File: config.mk
export PLATFORM = sky130hd
export DESIGN_NAME = spi_serdes_flat
export DESIGN_NICKNAME = d
export VERILOG_FILES = /design/src/rtl/spi_serdes_if.sv /design/src/rtl/spi_serdes.sv /design/src/flat_wrapper.sv
export SDC_FILE = /design/constraint.sdc
export NUM_CORES = 1
export LEC_CHECK = 0
export ABC_AREA = 1
export CORE_MARGIN = 2
export CORE_UTILIZATION = 39
export DETAILED_ROUTE_END_ITERATION = 16
export PLACE_DENSITY = 0.63
export SETUP_SLACK_MARGIN = 0.1
export SLEW_MARGIN = 20
export SYNTH_ARGS = -nofsm -noshare
export SYNTH_HDL_FRONTEND = slang
export SYNTH_SLANG_ARGS = --single-unit
File: constraint.sdc
create_clock -name clk -period 1.6 [get_ports clk]
set_clock_uncertainty 0.2 [all_clocks]
set_input_delay 0.16 -clock clk [delete_from_list [all_inputs] [get_ports clk]]
set_output_delay 0.16 -clock clk [all_outputs]
set_load 0.02 [all_outputs]
File: src/rtl/spi_serdes_if.sv
// Bundle of the SPI pins and the clk-domain word handshake for spi_serdes.
// The master modport is the environment side and the slave modport is the serdes side.
interface spi_serdes_if #(
  parameter int PACKET_WIDTH = 8
) ();
  logic                    spi_SCLK;
  logic                    spi_SSEL;
  logic                    spi_MOSI;
  logic                    spi_MISO;
  logic [PACKET_WIDTH-1:0] txData;
  logic                    load;
  logic [PACKET_WIDTH-1:0] rxShiftReg;
  logic                    dataReady;

  modport master (
    output spi_SCLK, spi_SSEL, spi_MOSI, txData, load,
    input  spi_MISO, rxShiftReg, dataReady
  );

  modport slave (
    input  spi_SCLK, spi_SSEL, spi_MOSI, txData, load,
    output spi_MISO, rxShiftReg, dataReady
  );
endinterface

File: src/rtl/spi_serdes.sv
// SPI mode-0 slave serdes, MSB first, oversampling the SPI pins in the clk domain.
// Receives words into rxShiftReg with a one-cycle dataReady strobe and shifts txData out on MISO.
module spi_serdes #(
  parameter int PACKET_WIDTH = 8
) (
  input  logic         clk,
  input  logic         reset_n,
  spi_serdes_if.slave  bus
);
  localparam int CW = (PACKET_WIDTH > 2) ? $clog2(PACKET_WIDTH) : 1;
  localparam logic [CW-1:0] LAST_BIT = CW'(PACKET_WIDTH - 1);

  logic                    r_sclk_meta;
  logic                    r_sclk_sync;
  logic                    r_sclk_prev;
  logic                    r_ssel_meta;
  logic                    r_ssel_sync;
  logic                    r_mosi_meta;
  logic                    r_mosi_sync;
  logic [PACKET_WIDTH-1:0] r_tx;
  logic [PACKET_WIDTH-1:0] r_rx;
  logic [CW-1:0]           r_cnt;
  logic                    r_ready;

  logic w_active;
  logic w_rise;
  logic w_fall;
  logic w_last;

  // Pin synchronizers plus the extra SCLK stage used for edge detection.
  always_ff @(posedge clk or negedge reset_n) begin
    if (!reset_n) begin
      r_sclk_meta <= 1'b0;
      r_sclk_sync <= 1'b0;
      r_sclk_prev <= 1'b0;
      r_ssel_meta <= 1'b1;
      r_ssel_sync <= 1'b1;
      r_mosi_meta <= 1'b0;
      r_mosi_sync <= 1'b0;
    end else begin
      r_sclk_meta <= bus.spi_SCLK;
      r_sclk_sync <= r_sclk_meta;
      r_sclk_prev <= r_sclk_sync;
      r_ssel_meta <= bus.spi_SSEL;
      r_ssel_sync <= r_ssel_meta;
      r_mosi_meta <= bus.spi_MOSI;
      r_mosi_sync <= r_mosi_meta;
    end
  end

  // Edge events are gated by slave select so an idle bus never moves any state.
  always_comb begin
    w_active = ~r_ssel_sync;
    w_rise   = w_active & r_sclk_sync & ~r_sclk_prev;
    w_fall   = w_active & ~r_sclk_sync & r_sclk_prev;
    w_last   = (r_cnt == LAST_BIT);
  end

  // Transmit register: a load always beats a coincident shift.
  always_ff @(posedge clk or negedge reset_n) begin
    if (!reset_n) begin
      r_tx <= {PACKET_WIDTH{1'b0}};
    end else if (bus.load) begin
      r_tx <= bus.txData;
    end else if (w_fall) begin
      r_tx <= {r_tx[PACKET_WIDTH-2:0], 1'b0};
    end else begin
      r_tx <= r_tx;
    end
  end

  // Receive shifter, bit counter and the word-complete strobe.
  always_ff @(posedge clk or negedge reset_n) begin
    if (!reset_n) begin
      r_rx    <= {PACKET_WIDTH{1'b0}};
      r_cnt   <= {CW{1'b0}};
      r_ready <= 1'b0;
    end else if (!w_active) begin
      r_rx    <= r_rx;
      r_cnt   <= {CW{1'b0}};
      r_ready <= 1'b0;
    end else if (w_rise) begin
      r_rx    <= {r_rx[PACKET_WIDTH-2:0], r_mosi_sync};
      r_cnt   <= w_last ? {CW{1'b0}} : r_cnt + CW'(1);
      r_ready <= w_last;
    end else begin
      r_rx    <= r_rx;
      r_cnt   <= r_cnt;
      r_ready <= 1'b0;
    end
  end

  assign bus.spi_MISO   = r_tx[PACKET_WIDTH-1];
  assign bus.rxShiftReg = r_rx;
  assign bus.dataReady  = r_ready;
endmodule

File: src/flat_wrapper.sv
// flat-port wrapper written by rule: the top's interface ports become plain ports
module spi_serdes_flat 
#(
  parameter int PACKET_WIDTH = 8
)
  (clk, reset_n, bus_spi_SCLK, bus_spi_SSEL, bus_spi_MOSI, bus_txData, bus_load, bus_spi_MISO, bus_rxShiftReg, bus_dataReady);
  spi_serdes_if #(.PACKET_WIDTH(PACKET_WIDTH)) bus_i ();
  input  logic clk;
  input  logic reset_n;
  input wire logic [$bits(bus_i.spi_SCLK)-1:0] bus_spi_SCLK;
  input wire logic [$bits(bus_i.spi_SSEL)-1:0] bus_spi_SSEL;
  input wire logic [$bits(bus_i.spi_MOSI)-1:0] bus_spi_MOSI;
  input wire logic [$bits(bus_i.txData)-1:0] bus_txData;
  input wire logic [$bits(bus_i.load)-1:0] bus_load;
  output wire logic [$bits(bus_i.spi_MISO)-1:0] bus_spi_MISO;
  output wire logic [$bits(bus_i.rxShiftReg)-1:0] bus_rxShiftReg;
  output wire logic [$bits(bus_i.dataReady)-1:0] bus_dataReady;
  assign bus_i.spi_SCLK = bus_spi_SCLK;
  assign bus_i.spi_SSEL = bus_spi_SSEL;
  assign bus_i.spi_MOSI = bus_spi_MOSI;
  assign bus_i.txData = bus_txData;
  assign bus_i.load = bus_load;
  assign bus_spi_MISO = bus_i.spi_MISO;
  assign bus_rxShiftReg = bus_i.rxShiftReg;
  assign bus_dataReady = bus_i.dataReady;
  spi_serdes #(.PACKET_WIDTH(PACKET_WIDTH)) u_core (.clk(clk), .reset_n(reset_n), .bus(bus_i));
endmodule
Figure 1. Cell classes on the final placement.
(6 px per µm) Fill, decap, tap and diode cells in gray.
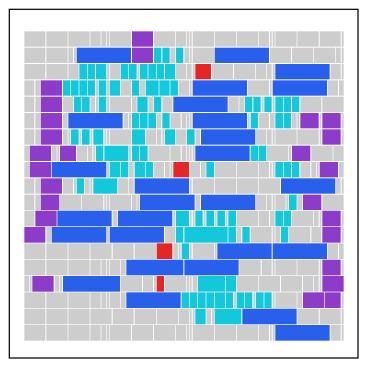
| class | color | cells | share of their area |
|---|---|---|---|
| remaining logic cells | cyan | 90 | 30% |
| sequential cells | blue | 27 | 50% |
| remaining buffers and delay cells | purple | 26 | 18% |
| clock drivers and dummy loads | red | 4 | 1.9% |
Design Area, Final: 0.00140 mm²
FP Rows: 19
Seq/total area: 48.6%

Figure 2. Gate families picked out.
(6 px per µm)
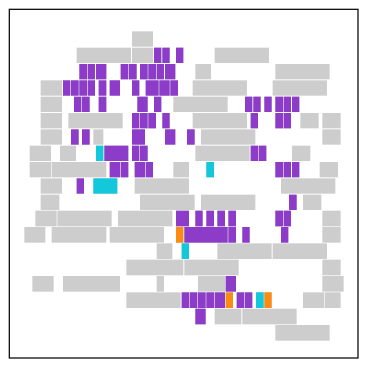
| family | color | cells |
|---|---|---|
| nor cells | orange | 3 |
| nand cells | purple | 79 |
| inv cells | cyan | 5 |
most frequent logic cell in the layout: nand2_1
logic share of the area: 27.4%

Figure 3. Metal 3.
(8 px per µm)
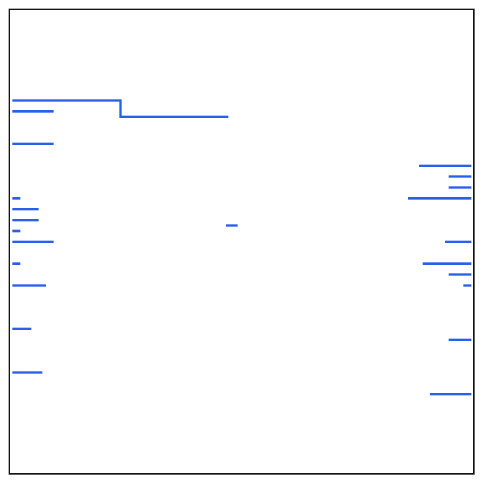
longest straight run: 13.3 µm
main direction: horizontal
share of all routed wire: 5.6%
vias after detailed routing: 789
drt total wl: 1800 µm
met3 Use GR: 3.35%

Figure 4. Routing congestion map.
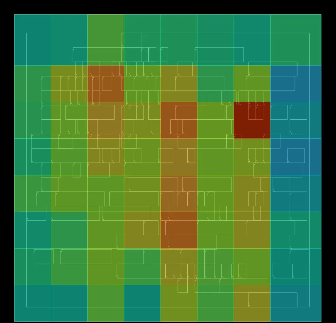
GR met1 Demand/Resource: 17.2%
GRT busiest layer: met2
post-layout util: 50.6%
met2 Use GR: 18.5%

Figure 5. Drive-strength map.
(6 px per µm)
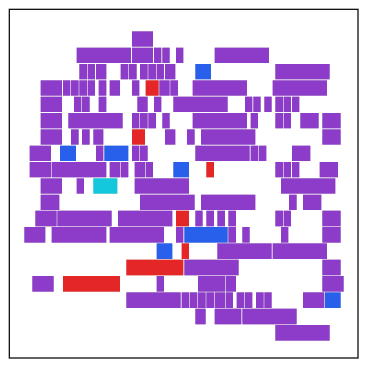
| size | color | cells | share | most used |
|---|---|---|---|---|
| x2 | red | 7 | 4.8% | nand2_2 |
| x6 and larger | cyan | 1 | 0.68% | inv_8 |
| x1 and smaller | purple | 132 | 90% | nand2_1 |
| x3 and x4 | blue | 7 | 4.8% | clkbuf_4 |
Non-Clock Buffer Count: 26
worst setup margin: 175 ps

==> results.py <==
# Physical implementation metrics
metrics = {
    "worst_setup_path": {
        "slowest_delay_ps": 430,
        "worstReg2RegStart": "u_core.r_ssel_sync",
        "required_ps": 1240,
        "regToRegSetupSlack_ps": 290,
    },
    "layout": {
        "layout_top_cells": "63 x nand2_1, 25 x dfrtp_1, 13 x clkdlybuf4s50_1",
        "drive_above_1_share_pct": 10.2,
        "syn_to_final_growth_pct": 23.2,
    },
    "final_timing": {
        "max_freq_ghz": 0.702,
        "period_needed_ps": 1420,
        "holdWs_ps": 34.9,
        "finalSetupTns_ps": 0,
    },
    "drt": {
        "antenna_left": 0,
        "viasPerCell": 4.43,
    },
    "placement": {
        "placed_cells": 173,
        "dp.final_hpwl_um": 1270,
        "dp_slack_ps": 190,
    },
    "synthesis": {
        "ys_seq_share_pct": 59.9,
        "xor_share_pct": 0,
        "ff_type": "dfrtp_1",
        "synth_cell_types": 16,
        "netlist.area_leader.share_pct": 55.2,
        "top_cell": "nand2_1",
        "synth.logic.top_family": "simple AND/OR/NAND/NOR gates",
        "area_leaders": "dfrtp_1 55%, nand2_1 21%, nand3_1 4.9%, dfstp_2 4.6%, ha_1 2.2%",
    },
    "clock_tree": {
        "clock_path_buffers": 2,
        "ctsResizeCount": 10,
    },
    "die": {
        "die_h_um": 57.9,
        "num_tap_cells": 31,
        "fp_util_pct": 41.1,
        "core_area_mm2": 0.00276,
    },
    "power_and_ir_drop": {
        "p_leak_nw": 0.777,
        "seq_power_w": 0.000816,
    },
    "status": {
        "status": "finished, final reports clean",
    },
}
